run_1/placement_by_type.png
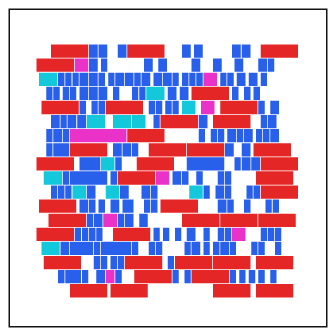
run_1/congestion.png
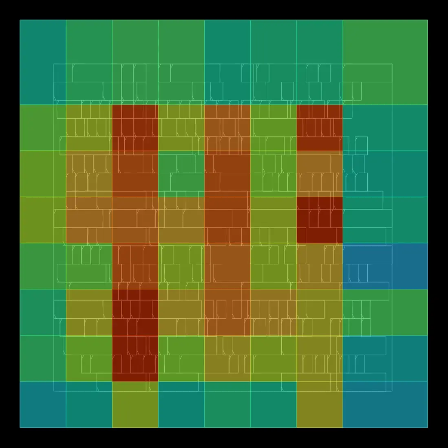
run_1/wires.png
Only two layers are drawn.
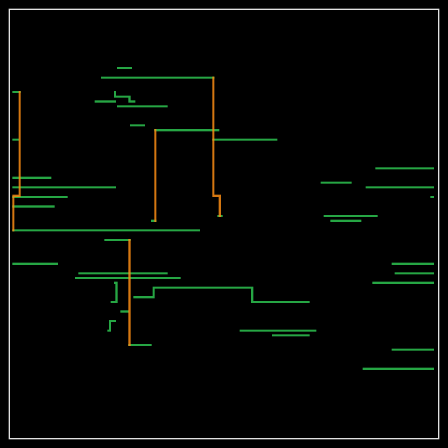
run_1/io_placement.png
Pins as bars across the die edge, other pins in gray.
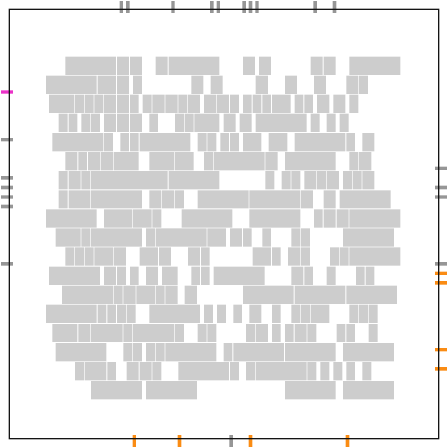
<file path="src/rtl/serial_sub_ctrl.sv">
// serial_sub_ctrl: bit-serial a-b using one full-subtractor cell and a borrow flop, LSB first.
module serial_sub_ctrl #(
  parameter int WIDTH = 8,
  localparam int CW = $clog2(WIDTH + 1)
) (
  input  logic             clk,
  input  logic             rst,
  input  logic             start,
  input  logic [WIDTH-1:0] a,
  input  logic [WIDTH-1:0] b,
  output logic             busy,
  output logic             done,
  output logic [WIDTH-1:0] dif,
  output logic             bout
);
  typedef enum logic [1:0] {IDLE, RUN, FIN} state_t;
  state_t r_state, w_next;
  logic [WIDTH-1:0] r_a, r_b, r_r, r_dif, w_rn;
  logic [WIDTH:0] w_cat;
  logic [CW-1:0] r_cnt;
  logic r_br, r_busy, r_done, r_bout, w_d, w_bo, w_last, w_accept;
  assign w_d = r_a[0] ^ r_b[0] ^ r_br;
  assign w_bo = (~r_a[0] & r_b[0]) | (~r_a[0] & r_br) | (r_b[0] & r_br);
  // concatenate then drop the LSB so WIDTH=1 needs no empty slice
  assign w_cat = {w_d, r_r};
  assign w_rn = w_cat[WIDTH:1];
  assign w_last = r_cnt == CW'(WIDTH - 1);
  assign w_accept = (r_state != RUN) && start;
  always_comb begin
    w_next = (r_state == RUN) ? (w_last ? FIN : RUN) : (start ? RUN : IDLE);
  end
  always_ff @(posedge clk) begin
    if (rst) begin
      r_state <= IDLE;
      r_busy <= 1'b0;
      r_done <= 1'b0;
      r_a <= '0;
      r_b <= '0;
      r_r <= '0;
      r_br <= 1'b0;
      r_cnt <= '0;
      r_dif <= '0;
      r_bout <= 1'b0;
    end else begin
      r_state <= w_next;
      r_busy <= w_next == RUN;
      r_done <= w_next == FIN;
      if (w_accept) begin
        r_a <= a;
        r_b <= b;
        r_br <= 1'b0;
        r_cnt <= '0;
        r_r <= '0;
      end else if (r_state == RUN) begin
        r_a <= r_a >> 1;
        r_b <= r_b >> 1;
        r_br <= w_bo;
        r_cnt <= r_cnt + CW'(1);
        r_r <= w_rn;
        if (w_last) begin
          r_dif <= w_rn;
          r_bout <= w_bo;
        end
      end
    end
  end
  assign busy = r_busy;
  assign done = r_done;
  assign dif = r_dif;
  assign bout = r_bout;
endmodule

</file>
<file path="config.mk">
export PLATFORM = sky130hd
export DESIGN_NAME = serial_sub_ctrl
export DESIGN_NICKNAME = d
export VERILOG_FILES = /design/src/rtl/serial_sub_ctrl.sv
export SDC_FILE = /design/constraint.sdc
export NUM_CORES = 1
export LEC_CHECK = 0
export ABC_AREA = 1
export ABC_CLOCK_PERIOD_IN_PS = 1700
export CAP_MARGIN = 25
export CORE_MARGIN = 5
export CORE_UTILIZATION = 65
export DETAILED_ROUTE_END_ITERATION = 10
export DONT_BUFFER_PORTS = 1
export PLACE_DENSITY_LB_ADDON = 0.05
export SLEW_MARGIN = 5
export SYNTH_ARGS = -nofsm -noshare
export SYNTH_HDL_FRONTEND = slang
export SYNTH_SLANG_ARGS = --single-unit
export TNS_END_PERCENT = 100
</file>
<file path="constraint.sdc">
create_clock -name clk -period 1.7 [get_ports clk]
set_input_delay 0.17 -clock clk [delete_from_list [all_inputs] [get_ports clk]]
set_output_delay 0.17 -clock clk [all_outputs]
set_load 0.03 [all_outputs]
</file>
==> results.cfg, run 1 <==
; flow metrics
[logic_synthesis]
common_cells = 81 x nand2_1, 47 x nand3_1, 40 x dfxtp_1
ff_type = dfxtp_1
yosys.cell_count.top_type = nand2_1
synth-edff-count = 0
yosysCellCount = 231
yosysTopAreaCell = dfxtp_1
yosys_area_sq_um = 1690
ys_types = 20
synthArstFlopShare = 0
synth_area_per_cell_sq_um = 7.31
synthCells = 231
yosys_warnings = 0
topCellsByArea = dfxtp_1 47%, nand2_1 18%, nand3_1 14%

[die]
fp_util = 0.682
fp.coreArea_sq_um = 2480
dieArea_sq_um = 3720
io_pins = 30
num_rows = 18

[routing]
drt_iter0_markers = 85
drc_errors = 0
detail-route-antenna-nets = 0
viasPerCell = 5.54

[setup_path]
worstSetupStartpointType = flip-flop
r2r_slack_ns = 0.07
critPathKind = flip-flop to flip-flop
crit_required_ns = 1.95
cp-end-kind = flip-flop
worstPathMaxFanout = 3
cp.arrival_ns = 1.88

[pwr]
p_leak_uw = 0.000860
irDropWorstVdd_v = 0.000854
power_density_nw_per_um2 = 961

[run]
log.warning_count = 26
cap_viol_max_count = 0

[timing]
timing.slew.headroom = 0.722
setup_viol = 0
min_period_ns = 1.63
hold_violations = 0
worst-slew-pin-transition_ns = 0.416
clock_skew_ns = 0.00681
fin_crit_sh = 0.959
clock.fmax_mhz = 613
slew_viol_final = 0

[global_route]
grt_pass1_vias = 1363
grt_max_degree = 29

[cells_and_area]
diodes = 0
finalNetCount = 259
drive_above_1_share = 0.0879
fin_cells = 269

[min_path]
hp-class = primary input to flip-flop

[clocking]
cts_htree_levels = 2
tritoncts = done
cts_made_buffers = 5
cts.sinks = 40
clock_latency_ns = 0.35
root_buffer = clkbuf_4

[placement]
place_hpwl_mm = 2.16
dp_cells = 253

[outcome]
status = finished clean
-- placement_by_type.png (at the start) --
other buffers and delay cells -> cyan  # cells 12, share of their area 5.8%
flops -> red  # cells 40, share of their area 44%
combinational and other logic -> blue  # cells 179, share of their area 45%
clock drivers and dummy loads -> magenta  # cells 8, share of their area 4.4%

-- congestion.png (at the start) --
gr busiest metal: met2
Final Core Density: 0.744
total track usage: 0.204
WL per Instance: 12.8 um
met1 Use GR: 0.244

-- wires.png (at the start) --
metal 3 -> green  # wire length 272 um
metal 4 -> orange  # wire length 69.2 um
Final Routed Wirelength: 3.44 mm
via count: 1491

-- io_placement.png (at the start) --
`clk` -> magenta  # pins 1, direction input, edge left
`dif` -> orange  # pins 8, direction output, edge 4 bottom, 4 right
all pins by edge = 10 top, 8 right, 7 left, 5 bottom
Die Width: 61.0 um
# port buffers: 0

## run 1: cell families after synthesis
logic type      count (synthesis)  synth area share
compound gates                 12            0.0378
xor+xnor                        1           0.00519
fa+ha+maj                       2            0.0193
buf+inv                        35            0.0963
flops                          40             0.474
simple gates                  141             0.367
## run 1: power breakdown
part           leakage (uW)  switching (uW)  internal [uW]
registers          0.000325            19.9            965
clock network     0.0000412             317            306
logic              0.000494             101           63.9
total              0.000860             438           1340
## run 1: final timing paths
kind,from,end,depth (start not counted)
worst min-delay path,start,r_a[2],4
worst min register to register,r_r[1],dif[0],2
worst max register to register,r_state[0],r_a[7],6
worst max-delay path,r_state[0],r_a[7],6
## run 1: stage by stage
stage	instance area, sq um	setup TNS (ns)	power [uW]	setup WS (ns)
2_1_floorplan	1690	0	1130	0.469
3_3_place_gp	1680	0	1140	0.381
3_5_place_dp	1680	0	1140	0.344
4_1_cts	1810	0	1770	0.0590
5_1_grt	1840	-0.0189	1870	-0.0189
6_report	1840	0	1770	0.0699
## run 1: layout make-up
type                       instances  area [sq um]
clock buffer                       5          37.5
clock inverter                     3          42.5
fill                             194           633
inverter                          23          86.3
multi-input combinational        156           734
sequential                        40           801
tap                               30          37.5
timing repair buffer              12           105
## run 1: worst max-delay path, cell delays in order (launching register included)
cell and delay (ns):
dfxtp_1 0.52, inv_2 0.10, nor2_4 0.13, nor2_1 0.07
nand2_1 0.07, a21oi_1 0.07, dlygate4sd3_1 0.57
## run 1: metal layers
| metal | GRT usage | vias to the layer above | part of all wire |
|---|---|---|---|
| li1 | - | 740 | - |
| met1 | 0.244 | 684 | 0.43 |
| met2 | 0.324 | 58 | 0.48 |
| met3 | 0.0830 | 9 | 0.079 |
| met4 | 0.0867 | 0 | 0.020 |
| met5 | 0 | - | 0 |
## run 1: state kept, by name, indices dropped and copies added, names as in the netlist
name	count
r_b	8
r_state	2
bout	1
r_a	8
dif	8
r_r	7
r_cnt	4
done	1
r_br	1
## run 1: layout by cell type, fill, tap and decap left out
| cell | Yosys | layout |
|---|---|---|
| dlygate4sd3_1 | 0 | 6 |
| clkinv_2 | 0 | 1 |
| nand3_1 | 47 | 47 |
| nor3_1 | 2 | 2 |
| buf_4 | 2 | 6 |
| nand2_8 | 0 | 1 |
| nand2_1 | 81 | 81 |
| nor2_1 | 7 | 7 |
| nor3_4 | 1 | 1 |
| bufinv_16 | 0 | 1 |
| a21oi_1 | 11 | 11 |
| xor2_1 | 1 | 1 |
| a21oi_2 | 1 | 1 |
| inv_2 | 2 | 2 |
| clkinvlp_4 | 0 | 1 |
| dfxtp_1 | 40 | 40 |
| nor2_4 | 1 | 1 |
| fa_1 | 1 | 1 |
| inv_1 | 21 | 21 |
| ha_1 | 1 | 1 |
| nor2_2 | 1 | 1 |
| clkbuf_4 | 0 | 5 |
## run 1: what timing repair did
item / in CTS / in global routing
resized: 0 / 1
endpoints found under the hold margin: 11 / 1
hold buffers: 5 / 1
endpoints found under the setup margin: 0 / 2
setup buffers: 0 / 2
==> run 1 -> run 2 <==
--- a/config.mk
+++ b/config.mk
@@ -7,7 +7,7 @@
 export LEC_CHECK = 0
 export ABC_AREA = 1
 export ABC_CLOCK_PERIOD_IN_PS = 1700
-export CAP_MARGIN = 25
+export CAP_MARGIN = 20
 export CORE_MARGIN = 5
 export CORE_UTILIZATION = 65
 export DETAILED_ROUTE_END_ITERATION = 10
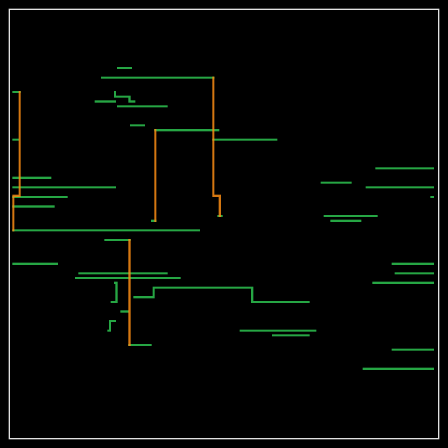
run_2/wires.png
Only two layers are drawn.
metal 4 -> orange  # wire length 69.2 um
metal 3 -> green  # wire length 272 um

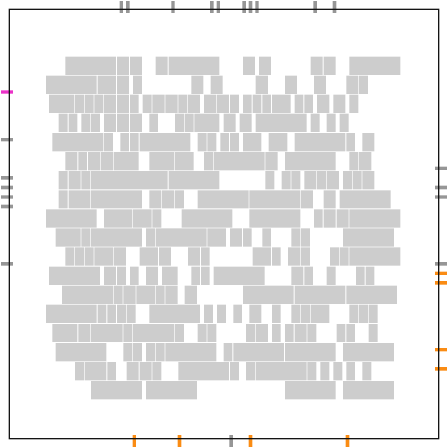
run_2/io_placement.png
Pins as bars across the die edge, other pins in gray.
`clk` -> magenta  # pins 1, direction input, edge left
`dif` -> orange  # pins 8, direction output, edge 4 bottom, 4 right
all pins by edge = 10 top, 8 right, 7 left, 5 bottom
chip height: 61.0 um

==> run 2 against run 1 <==
Compared with the run above: routed wire length stayed put; register-to-register slack is essentially flat; die area is the same; design area stayed put; via count unchanged; clock skew stayed put; hold slack stayed put; sequential cell count unchanged; maximum frequency stayed put; power stayed put; largest power group unchanged; highest routed layer unchanged.
==> results.cfg, run 2 <==
; flow metrics
[pwr]
pwr-share-clk = 0.352
pwr-share-comb = 0.093
irDropWorstVdd_v = 0.000854
swShare = 0.247
p_sw_uw = 438

[placement]
dp_cells = 253
io_buffers = 0

[logic_synthesis]
yosys_area_sq_um = 1690
yosys.cell_count.top_type = nand2_1
synthArstFlopShare = 0
synth-edff-count = 0
common_cells = 81 x nand2_1, 47 x nand3_1, 40 x dfxtp_1
ff_type = dfxtp_1

[timing]
clock.fmax_mhz = 613
worst-slew-pin-transition_ns = 0.416
fin_crit_sh = 0.959
clock_skew_ns = 0.00681
final.setup.worst_slack_ns = 0.0699
setup_viol = 0

[die]
dieArea_sq_um = 3720
io_pins = 30
num_rows = 18

[cells_and_area]
diodes = 0
final_cell_mix = 81 x nand2_1, 47 x nand3_1, 40 x dfxtp_1, 21 x inv_1, 11 x a21oi_1
fin_cells = 269
lay_top_count = nand2_1
drive_above_1_share = 0.0879

[clocking]
cts_htree_levels = 2
cts.sinks = 40
root_buffer = clkbuf_4
tritoncts = done

[setup_path]
rr_endpoint = r_a[7]
worstPathMaxFanout = 3
r2r_cells = 6
crit_required_ns = 1.95
crit_path_start = r_state[0]

[outcome]
status = finished clean

[routing]
avgRoutedWirePerCell_um = 12.8
drt_iter0_markers = 85

[run]
cap_viol_max_count = 0
-- run 2: cell counts after synthesis --
No cell type changed its count.
-- run 2: worst min-delay path by stage --
stage	startpoint	end	slack, ns	cells after the start
finish	start	r_a[2]	0.04	4
detailed placement	rst	r_b[7]	0.24	1
global placement	rst	r_b[7]	0.24	1
floorplan	a[7]	r_a[7]	0.33	2
CTS	rst	dif[4]	0.01	3
global route	start	r_a[5]	0.03	4
-- run 2: worst max-delay path: stages, from the launching register on --
cell and delay, ns:
dfxtp_1 0.52, inv_2 0.10, nor2_4 0.13, nor2_1 0.07
nand2_1 0.07, a21oi_1 0.07, dlygate4sd3_1 0.57
-- run 2: layer usage --
metal,vias up,track usage,share of wire
met1,684,0.244,0.43
li1,740,-,-
met5,-,0,0
met3,9,0.0830,0.079
met2,58,0.324,0.48
met4,0,0.0867,0.020
-- run 2: metrics by stage --
step                hold WS [ns]  setup TNS (ns)  area, sq um  utilization
finish                    0.0406               0         1840        0.744
global route              0.0339         -0.0189         1840        0.744
CTS                       0.0101               0         1810        0.731
detailed placement         0.243               0         1680        0.678
global placement           0.241               0         1680        0.678
floorplan                  0.335               0         1690            -
-- run 2: final cells by class --
cell class | instances | area [sq um] | area share
Inverter | 23 | 86.3 | 0.0468
Sequential cell | 40 | 801 | 0.434
Clock buffer | 5 | 37.5 | 0.0204
Timing Repair Buffer | 12 | 105 | 0.0570
Clock inverter | 3 | 42.5 | 0.0231
Multi-Input combinational cell | 156 | 734 | 0.398
Tap cell | 30 | 37.5 | 0.0204
-- run 2: cell families after synthesis --
family,Yosys count,synth area share
compound gates,12,0.0378
simple gates,141,0.367
xor+xnor,1,0.00519
buf+inv,35,0.0963
flops,40,0.474
fa+ha+maj,2,0.0193
-- run 2: timing repair --
action / 4_1_cts / 5_1_grt
setup endpoints to repair: 0 / 2
endpoints found under the hold margin: 11 / 1
resized: 0 / 1
hold buffers: 5 / 1
setup buffers: 0 / 2
-- run 2: power by group through the flow --
stage               sequential (uW)  combinational [uW]  clock [uW]
floorplan                      1000                 131           0
global placement               1000                 137           0
detailed placement             1000                 141           0
CTS                             982                 154         637
global route                    989                 187         698
finish                          985                 165         623
Power figures rest on the tool's default switching activity, not on a simulated workload.
